[src/rtl/variable_roundsat_pkg.sv]
// Shared definitions for the variable round-and-saturate output stage.
package variable_roundsat_pkg;

  // Width of one SHIFT_TABLE entry (LSB-drop amount per mode)
  localparam int SHIFT_W  = 6;
  // Width of the saturation event counter
  localparam int SATCNT_W = 16;

  // Encoding 3 is reserved and behaves as truncation
  typedef enum logic [1:0] {
    RND_TRUNC     = 2'd0,
    RND_HALFUP    = 2'd1,
    RND_CONV      = 2'd2,
    RND_TRUNC_ALT = 2'd3
  } rnd_mode_e;

endpackage

[src/rtl/variable_roundsat_if.sv]
// Streaming, mode-select and status signals of the round/saturate stage.
interface variable_roundsat_if
  import variable_roundsat_pkg::*;
#(
  parameter int IN_W  = 35,
  parameter int OUT_W = 12
);
  logic [2:0]          sel;
  logic [1:0]          rnd;
  logic [IN_W-1:0]     ast_sink_data;
  logic [1:0]          ast_sink_error;
  logic                ast_sink_valid;
  logic                ast_sink_ready;
  logic [OUT_W-1:0]    ast_source_data;
  logic [1:0]          ast_source_error;
  logic                ast_source_sat;
  logic                ast_source_valid;
  logic                ast_source_ready;
  logic                sat_clr;
  logic [SATCNT_W-1:0] sat_count;

  modport slave (
    input  sel, rnd, ast_sink_data, ast_sink_error, ast_sink_valid,
           ast_source_ready, sat_clr,
    output ast_sink_ready, ast_source_data, ast_source_error, ast_source_sat,
           ast_source_valid, sat_count
  );

  modport master (
    output sel, rnd, ast_sink_data, ast_sink_error, ast_sink_valid,
           ast_source_ready, sat_clr,
    input  ast_sink_ready, ast_source_data, ast_source_error, ast_source_sat,
           ast_source_valid, sat_count
  );
endinterface

[src/rtl/variable_roundsat_core.sv]
// Two-stage round (stage 1) and shift/saturate (stage 2) datapath.
// Both stages advance only when en is high.
module roundsat_core
  import variable_roundsat_pkg::*;
#(
  parameter int IN_W      = 35,
  parameter int OUT_W     = 12,
  parameter bit SYMMETRIC = 1'b0
) (
  input  logic               clk,
  input  logic               reset,
  input  logic               en,
  input  logic               in_valid,
  input  logic [IN_W-1:0]    in_data,
  input  logic [SHIFT_W-1:0] in_shift,
  input  rnd_mode_e          in_rnd,
  input  logic [1:0]         in_error,
  output logic               out_valid,
  output logic [OUT_W-1:0]   out_data,
  output logic [1:0]         out_error,
  output logic               out_sat
);

  localparam int EXT_W = IN_W + 1;
  localparam logic signed [EXT_W-1:0] ONE_V = 1;
  localparam logic signed [EXT_W-1:0] MAX_V = EXT_W'((2 ** (OUT_W - 1)) - 1);
  localparam logic signed [EXT_W-1:0] MIN_V = SYMMETRIC ? -MAX_V : -MAX_V - ONE_V;

  logic signed [EXT_W-1:0] ext;
  logic signed [EXT_W-1:0] half;
  logic signed [EXT_W-1:0] round_add;
  logic signed [EXT_W-1:0] s1_sum;
  logic [SHIFT_W-1:0]      s1_shift;
  logic [1:0]              s1_error;
  logic                    s1_valid;
  logic signed [EXT_W-1:0] shifted;
  logic [OUT_W-1:0]        data_next;
  logic                    sat_next;

  // Rounding increment; a zero shift never rounds
  always_comb begin
    ext       = {in_data[IN_W-1], in_data};
    half      = '0;
    round_add = '0;
    if (in_shift != '0) half = ONE_V <<< (in_shift - 1'b1);
    case (in_rnd)
      RND_HALFUP: round_add = half;
      RND_CONV:   if (in_shift != '0) round_add = half - ONE_V + (ext[in_shift] ? ONE_V : '0);
      default:    round_add = '0;
    endcase
  end

  // Stage 1 register: rounded sum plus the shift/error that travel with it
  always_ff @(posedge clk or posedge reset) begin
    if (reset) begin
      s1_valid <= 1'b0;
      s1_sum   <= '0;
      s1_shift <= '0;
      s1_error <= '0;
    end else if (en) begin
      s1_valid <= in_valid;
      s1_sum   <= ext + round_add;
      s1_shift <= in_shift;
      s1_error <= in_error;
    end
  end

  // Arithmetic shift then clamp to the output range
  always_comb begin
    shifted   = s1_sum >>> s1_shift;
    sat_next  = 1'b0;
    data_next = shifted[OUT_W-1:0];
    if (shifted > MAX_V) begin
      data_next = MAX_V[OUT_W-1:0];
      sat_next  = 1'b1;
    end else if (shifted < MIN_V) begin
      data_next = MIN_V[OUT_W-1:0];
      sat_next  = 1'b1;
    end
  end

  // Stage 2 register drives the output beat directly
  always_ff @(posedge clk or posedge reset) begin
    if (reset) begin
      out_valid <= 1'b0;
      out_data  <= '0;
      out_error <= '0;
      out_sat   <= 1'b0;
    end else if (en) begin
      out_valid <= s1_valid;
      out_data  <= data_next;
      out_error <= s1_error;
      out_sat   <= sat_next;
    end
  end

endmodule

[src/rtl/variable_roundsat.sv]
// Run-time selectable round/saturate stage with global-stall backpressure
// and a saturating count of clipped output beats.
module variable_roundsat
  import variable_roundsat_pkg::*;
#(
  parameter int                          IN_W        = 35,
  parameter int                          OUT_W       = 12,
  parameter int                          NUM_MODES   = 4,
  parameter logic [NUM_MODES*SHIFT_W-1:0] SHIFT_TABLE = {6'd13, 6'd16, 6'd19, 6'd14},
  parameter bit                          SYMMETRIC   = 1'b0
) (
  input  logic         clk,
  input  logic         reset,
  variable_roundsat_if.slave bus
);

  logic               stall;
  logic               accept;
  logic [SHIFT_W-1:0] shift_sel;

  // One stall for both stages; ready never depends on sink_valid
  assign stall              = bus.ast_source_valid && !bus.ast_source_ready;
  assign bus.ast_sink_ready = !stall;
  assign accept             = bus.ast_sink_valid && !stall;

  // Mode table lookup; out-of-range selects fall back to mode 0
  always_comb begin
    shift_sel = SHIFT_TABLE[SHIFT_W-1:0];
    for (int m = 0; m < NUM_MODES; m++) begin
      if (bus.sel == 3'(m)) shift_sel = SHIFT_TABLE[m*SHIFT_W +: SHIFT_W];
    end
  end

  roundsat_core #(
    .IN_W     (IN_W),
    .OUT_W    (OUT_W),
    .SYMMETRIC(SYMMETRIC)
  ) u_core (
    .clk      (clk),
    .reset    (reset),
    .en       (!stall),
    .in_valid (accept),
    .in_data  (bus.ast_sink_data),
    .in_shift (shift_sel),
    .in_rnd   (rnd_mode_e'(bus.rnd)),
    .in_error (bus.ast_sink_error),
    .out_valid(bus.ast_source_valid),
    .out_data (bus.ast_source_data),
    .out_error(bus.ast_source_error),
    .out_sat  (bus.ast_source_sat)
  );

  // Saturation counter: clear beats a coincident increment, sticks at all-ones
  always_ff @(posedge clk or posedge reset) begin
    if (reset) begin
      bus.sat_count <= '0;
    end else if (bus.sat_clr) begin
      bus.sat_count <= '0;
    end else if (bus.ast_source_valid && bus.ast_source_ready &&
                 bus.ast_source_sat && (bus.sat_count != '1)) begin
      bus.sat_count <= bus.sat_count + 1'b1;
    end
  end

endmodule

[src/flat_wrapper.sv]
// flat-port wrapper written by rule: the top's interface ports become plain ports
module variable_roundsat_flat import variable_roundsat_pkg::*;
#(
  parameter int                          IN_W        = 35,
  parameter int                          OUT_W       = 12,
  parameter int                          NUM_MODES   = 4,
  parameter logic [NUM_MODES*SHIFT_W-1:0] SHIFT_TABLE = {6'd13, 6'd16, 6'd19, 6'd14},
  parameter bit                          SYMMETRIC   = 1'b0
)
  (clk, reset, bus_sel, bus_rnd, bus_ast_sink_data, bus_ast_sink_error, bus_ast_sink_valid, bus_ast_source_ready, bus_sat_clr, bus_ast_sink_ready, bus_ast_source_data, bus_ast_source_error, bus_ast_source_sat, bus_ast_source_valid, bus_sat_count);
  variable_roundsat_if #(.IN_W(IN_W), .OUT_W(OUT_W)) bus_i ();
  input  logic clk;
  input  logic reset;
  input wire logic [$bits(bus_i.sel)-1:0] bus_sel;
  input wire logic [$bits(bus_i.rnd)-1:0] bus_rnd;
  input wire logic [$bits(bus_i.ast_sink_data)-1:0] bus_ast_sink_data;
  input wire logic [$bits(bus_i.ast_sink_error)-1:0] bus_ast_sink_error;
  input wire logic [$bits(bus_i.ast_sink_valid)-1:0] bus_ast_sink_valid;
  input wire logic [$bits(bus_i.ast_source_ready)-1:0] bus_ast_source_ready;
  input wire logic [$bits(bus_i.sat_clr)-1:0] bus_sat_clr;
  output wire logic [$bits(bus_i.ast_sink_ready)-1:0] bus_ast_sink_ready;
  output wire logic [$bits(bus_i.ast_source_data)-1:0] bus_ast_source_data;
  output wire logic [$bits(bus_i.ast_source_error)-1:0] bus_ast_source_error;
  output wire logic [$bits(bus_i.ast_source_sat)-1:0] bus_ast_source_sat;
  output wire logic [$bits(bus_i.ast_source_valid)-1:0] bus_ast_source_valid;
  output wire logic [$bits(bus_i.sat_count)-1:0] bus_sat_count;
  assign bus_i.sel = bus_sel;
  assign bus_i.rnd = bus_rnd;
  assign bus_i.ast_sink_data = bus_ast_sink_data;
  assign bus_i.ast_sink_error = bus_ast_sink_error;
  assign bus_i.ast_sink_valid = bus_ast_sink_valid;
  assign bus_i.ast_source_ready = bus_ast_source_ready;
  assign bus_i.sat_clr = bus_sat_clr;
  assign bus_ast_sink_ready = bus_i.ast_sink_ready;
  assign bus_ast_source_data = bus_i.ast_source_data;
  assign bus_ast_source_error = bus_i.ast_source_error;
  assign bus_ast_source_sat = bus_i.ast_source_sat;
  assign bus_ast_source_valid = bus_i.ast_source_valid;
  assign bus_sat_count = bus_i.sat_count;
  variable_roundsat #(.IN_W(IN_W), .OUT_W(OUT_W), .NUM_MODES(NUM_MODES), .SHIFT_TABLE(SHIFT_TABLE), .SYMMETRIC(SYMMETRIC)) u_core (.clk(clk), .reset(reset), .bus(bus_i));
endmodule
[config.mk]
export PLATFORM = sky130hd
export DESIGN_NAME = variable_roundsat_flat
export DESIGN_NICKNAME = d
export VERILOG_FILES = /design/src/rtl/variable_roundsat_pkg.sv /design/src/rtl/variable_roundsat_if.sv /design/src/rtl/variable_roundsat_core.sv /design/src/rtl/variable_roundsat.sv /design/src/flat_wrapper.sv
export SDC_FILE = /design/constraint.sdc
export NUM_CORES = 1
export LEC_CHECK = 0
export ABC_AREA = 0
export CAP_MARGIN = 10
export CORE_ASPECT_RATIO = 1.75
export CORE_MARGIN = 5
export CORE_UTILIZATION = 37
export CTS_CLUSTER_SIZE = 20
export DETAILED_ROUTE_END_ITERATION = 10
export RECOVER_POWER = 100
export SETUP_SLACK_MARGIN = 0.05
export SLEW_MARGIN = 10
export SYNTH_ARGS = -nofsm -noshare
export SYNTH_HDL_FRONTEND = slang
export SYNTH_SLANG_ARGS = --single-unit
[constraint.sdc]
create_clock -name clk -period 2.7 [get_ports clk]
set_input_delay 0.675 -clock clk [delete_from_list [all_inputs] [get_ports clk]]
set_output_delay 0.675 -clock clk [all_outputs]
set_load 0.02 [all_outputs]
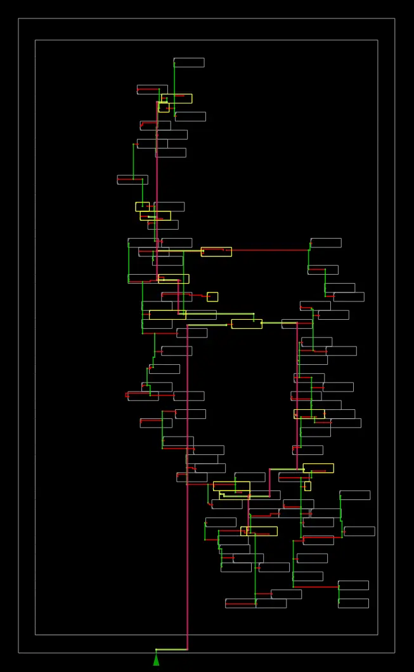
**Above:** run 1 (clock wiring as the flow saved it).
clock buf count: 9
clock distribution power: 1.31 mW
CTS Sinks: 75

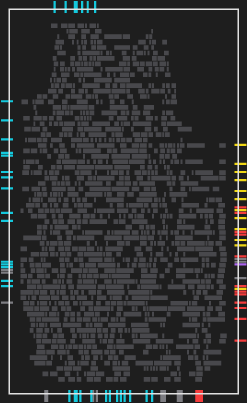
**Above:** run 1 (pin map).
Scale: 2 px per um. Pins as bars across the die edge, other pins in gray.
Key: red = bus_sat_count [pins 16, direction output, edge 12 right, 4 bottom]; purple = bus_ast_source_sat [pins 1, direction output, edge right]; cyan = bus_ast_sink_data [pins 35, direction input, edge 15 left, 13 bottom, 7 top]; yellow = bus_ast_source_data [pins 12, direction output, edge right]

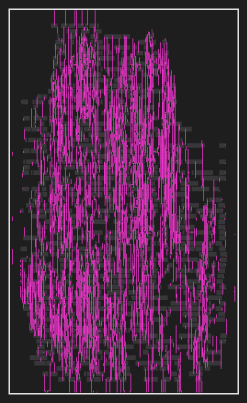
**Above:** run 1 (M2 wires).
Scale: 2 px per um. Cells faint in the background.
The wires run mostly vertical. The longest straight run is 71.1 um. The layer holds 56% of the routed length.

==> impl_metrics.env, run 1 <==
# yosys + openroad results
export IMPL_maxCapViolations=1
export IMPL_setup_ws_ns=-1.01
export IMPL_ys_cells=832
export IMPL_r2r_end="u_core.u_core.out_data[0]$_DFFE_PP0N_"
export IMPL_outcome="finished with violations"
export IMPL_r2r_start="u_core.u_core.s1_shift[1]$_DFFE_PP0N_"
export IMPL_setup_viol=42
export IMPL_track_usage_pct=19.9
export IMPL_ioPinCount=80
export IMPL_drc=0
export IMPL_maxSlewViolCount=76
export IMPL_most_common_layout_cells="buf_4, nand2_1, nor2_1"
export IMPL_maxPowerGroup="combinational cells"
export IMPL_crit_path_max_fanout=4
export IMPL_fin_skew_ns=0.00743
export IMPL_top_register="u_core.u_core.s1_sum"
export IMPL_met2_usage_pct=38.9
export IMPL_grt_pass1_wl_um=34800
export IMPL_grt_pass1_vias=7179
export IMPL_synth_top_cells_by_count="nand2_1, nor2_1, a21oi_1"
export IMPL_cts_setup_buffers=11
export IMPL_top_logic_kind="AND-OR/OR-AND gates"
export IMPL_fp_util_pct=37.5
export IMPL_end_kind="flop"
export IMPL_p_clk_share_pct=23.8
export IMPL_flops=75
export IMPL_violations="capacitance limit, slew limit, setup timing"
export IMPL_cp_data_required_time_ns=2.94
export IMPL_io_buffers=79
export IMPL_final_min_clock_period_ns=3.71
export IMPL_dp_cells=1294
export IMPL_rr_worst_depth=9
export IMPL_p_seq_share_pct=28.2
export IMPL_m1WireLength_um=8140
export IMPL_area_leaders="dfrtp_1, ha_1, a21oi_1"
export IMPL_diodes=0
export IMPL_area_growth_pct=51.5
export IMPL_globalplace_congestion=0.898
export IMPL_drt_first_pass_iters=5
export IMPL_cp_startpoint="bus_sel[1]"
export IMPL_n_all_inverters=32
export IMPL_nNonClkBuffers=275
**Run 1: routed clock nets over the placement**

Scale: 4 px per um.
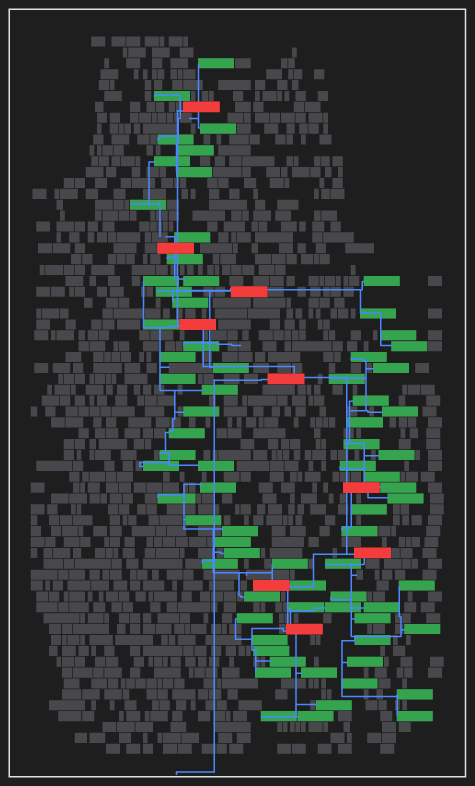

==> run 1 -> run 2 <==
CORE_UTILIZATION = 52   (was 37)
PLACE_DENSITY = 0.78   (was default)
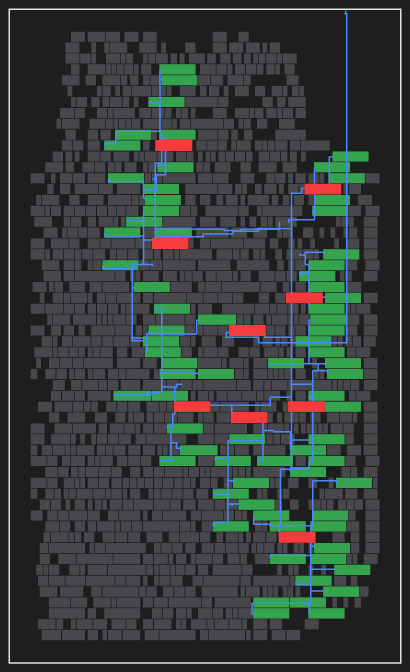
**Above:** run 2 (routed clock nets over the placement).
Scale: 4 px per um.
Key: red = clock-net drivers [count 9]; green = flip-flops [count 75]; blue = clock wires [length 938 um]
There are 10 routed clock nets.

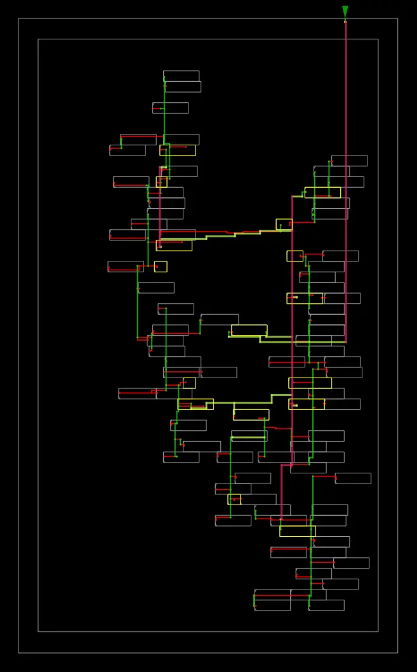
**Above:** run 2 (clock wiring as the flow saved it).
clock skew: 0.0102 ns
clk_lat worst skew: 0.35 ns

==> impl_metrics.env, run 2 <==
# yosys + openroad results
export IMPL_synth_top_cells_by_count="nand2_1, nor2_1, a21oi_1"
export IMPL_flops=75
export IMPL_cp_startpoint="bus_sel[1]"
export IMPL_r2r_end="u_core.u_core.out_data[0]$_DFFE_PP0N_"
export IMPL_drt_first_pass_iters=5
export IMPL_p_clk_share_pct=22.5
export IMPL_n_all_inverters=32
export IMPL_area_leaders="dfrtp_1, ha_1, a21oi_1"
export IMPL_setup_viol=43
export IMPL_drc=0
export IMPL_violations="setup timing"
export IMPL_io_buffers=79
export IMPL_numClockSinks=75
export IMPL_maxCapViolations=0
export IMPL_track_usage_pct=28.7
export IMPL_end_kind="flop"
export IMPL_top_register="u_core.u_core.s1_sum"
export IMPL_m1WireLength_um=8880
export IMPL_top_logic_kind="AND-OR/OR-AND gates"
export IMPL_most_common_layout_cells="buf_4, nand2_1, nor2_1"
export IMPL_grt_pass1_wl_um=37200
export IMPL_outcome="finished with violations"
export IMPL_p_clk_mw=1.24
export IMPL_final_min_clock_period_ns=3.70
export IMPL_fp_util_pct=52.3
export IMPL_setup_ws_ns=-1.00
export IMPL_ys_cells=832
export IMPL_globalplace_congestion=0.956
export IMPL_r2r_start="u_core.u_core.s1_shift[0]$_DFFE_PP0N_"
export IMPL_diodes=0
export IMPL_area_growth_pct=50.3
export IMPL_met2_usage_pct=55.5
export IMPL_maxPowerGroup="combinational cells"
export IMPL_rr_worst_depth=9
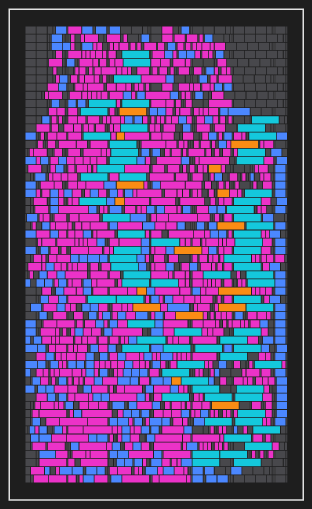
**Above:** run 2 (placement by cell class).
Scale: 3 px per um. Fill, decap, tap and diode cells in gray.
Key: magenta = remaining logic cells [cells 725]; blue = remaining buffers and delay cells [cells 284]; cyan = sequential cells [cells 75]; orange = clock drivers and dummy loads [cells 16]

==> run 2 -> run 3 <==
HOLD_SLACK_MARGIN = 0.03   (was default)
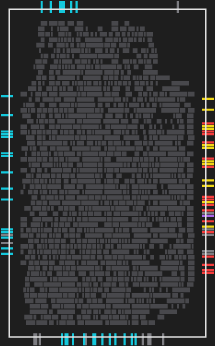
**Above:** run 3 (pin map).
Scale: 2 px per um. Pins as bars across the die edge, other pins in gray.
Key: cyan = bus_ast_sink_data [pins 35, direction input, edge 15 left, 13 bottom, 7 top]; yellow = bus_ast_source_data [pins 12, direction output, edge right]; red = bus_sat_count [pins 16, direction output, edge right]; purple = bus_ast_source_sat [pins 1, direction output, edge right]
All pins by edge: 34 right, 21 bottom, 17 left, 8 top.

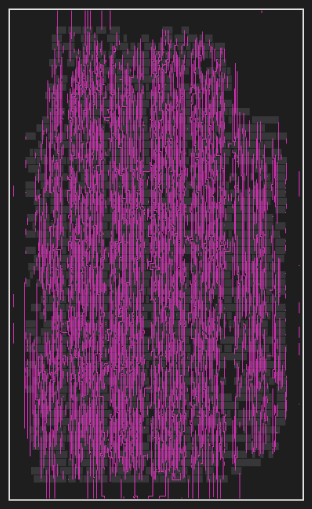
**Above:** run 3 (M2 wires).
Scale: 3 px per um. Cells faint in the background.
The longest straight run is 54.2 um. 1054 nets have wire on it.

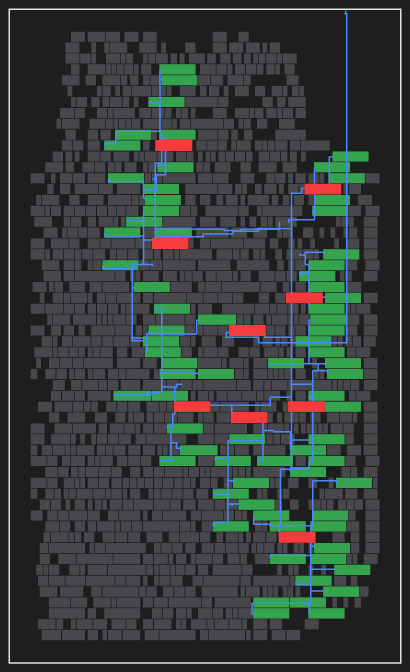
**Above:** run 3 (routed clock nets over the placement).
Scale: 4 px per um.
Key: red = clock-net drivers [count 9]; green = flip-flops [count 75]; blue = clock wires [length 938 um]
There are 10 routed clock nets.

==> impl_metrics.env, run 3 <==
# yosys + openroad results
export IMPL_met2_usage_pct=55.5
export IMPL_m1WireLength_um=8880
export IMPL_drc=0
export IMPL_maxPowerGroup="combinational cells"
export IMPL_r2r_end="u_core.u_core.out_data[0]$_DFFE_PP0N_"
export IMPL_nets=1183
export IMPL_dp_cells=1220
export IMPL_track_usage_pct=28.7
export IMPL_final_min_clock_period_ns=3.70
export IMPL_rr_worst_depth=9
export IMPL_most_common_layout_cells="buf_4, nand2_1, nor2_1"
export IMPL_r2r_start="u_core.u_core.s1_shift[0]$_DFFE_PP0N_"
export IMPL_synth_top_cells_by_count="nand2_1, nor2_1, a21oi_1"
export IMPL_finalPower_mw=5.54
export IMPL_globalplace_congestion=0.956
export IMPL_n_all_inverters=32
export IMPL_finalSetupTns_ns=-24.02
export IMPL_top_logic_kind="AND-OR/OR-AND gates"
export IMPL_area_growth_pct=50.3
export IMPL_cp_data_required_time_ns=2.92
export IMPL_maxSlewViolCount=0
export IMPL_crit_path_max_fanout=4
export IMPL_cts_setup_buffers=21
export IMPL_cp_startpoint="bus_sel[1]"
export IMPL_setup_viol=43
export IMPL_area_leaders="dfrtp_1, ha_1, a21oi_1"
export IMPL_io_buffers=79
export IMPL_routed_wl_um=26000
export IMPL_setup_ws_ns=-1.00
export IMPL_p_clk_share_pct=22.5
export IMPL_path_buffers=3
export IMPL_insertion_delay_ns=0.35
export IMPL_wl_per_cell_um=20.4
export IMPL_diodes=0
export IMPL_end_kind="flop"
export IMPL_met1_usage_pct=28.8
export IMPL_ioPinCount=80
export IMPL_p_clk_mw=1.24
export IMPL_violations="setup timing"
export IMPL_outcome="finished with violations"
export IMPL_nClkBuffers=9
export IMPL_top_register="u_core.u_core.s1_sum"
Power and IR drop assume default switching activity.
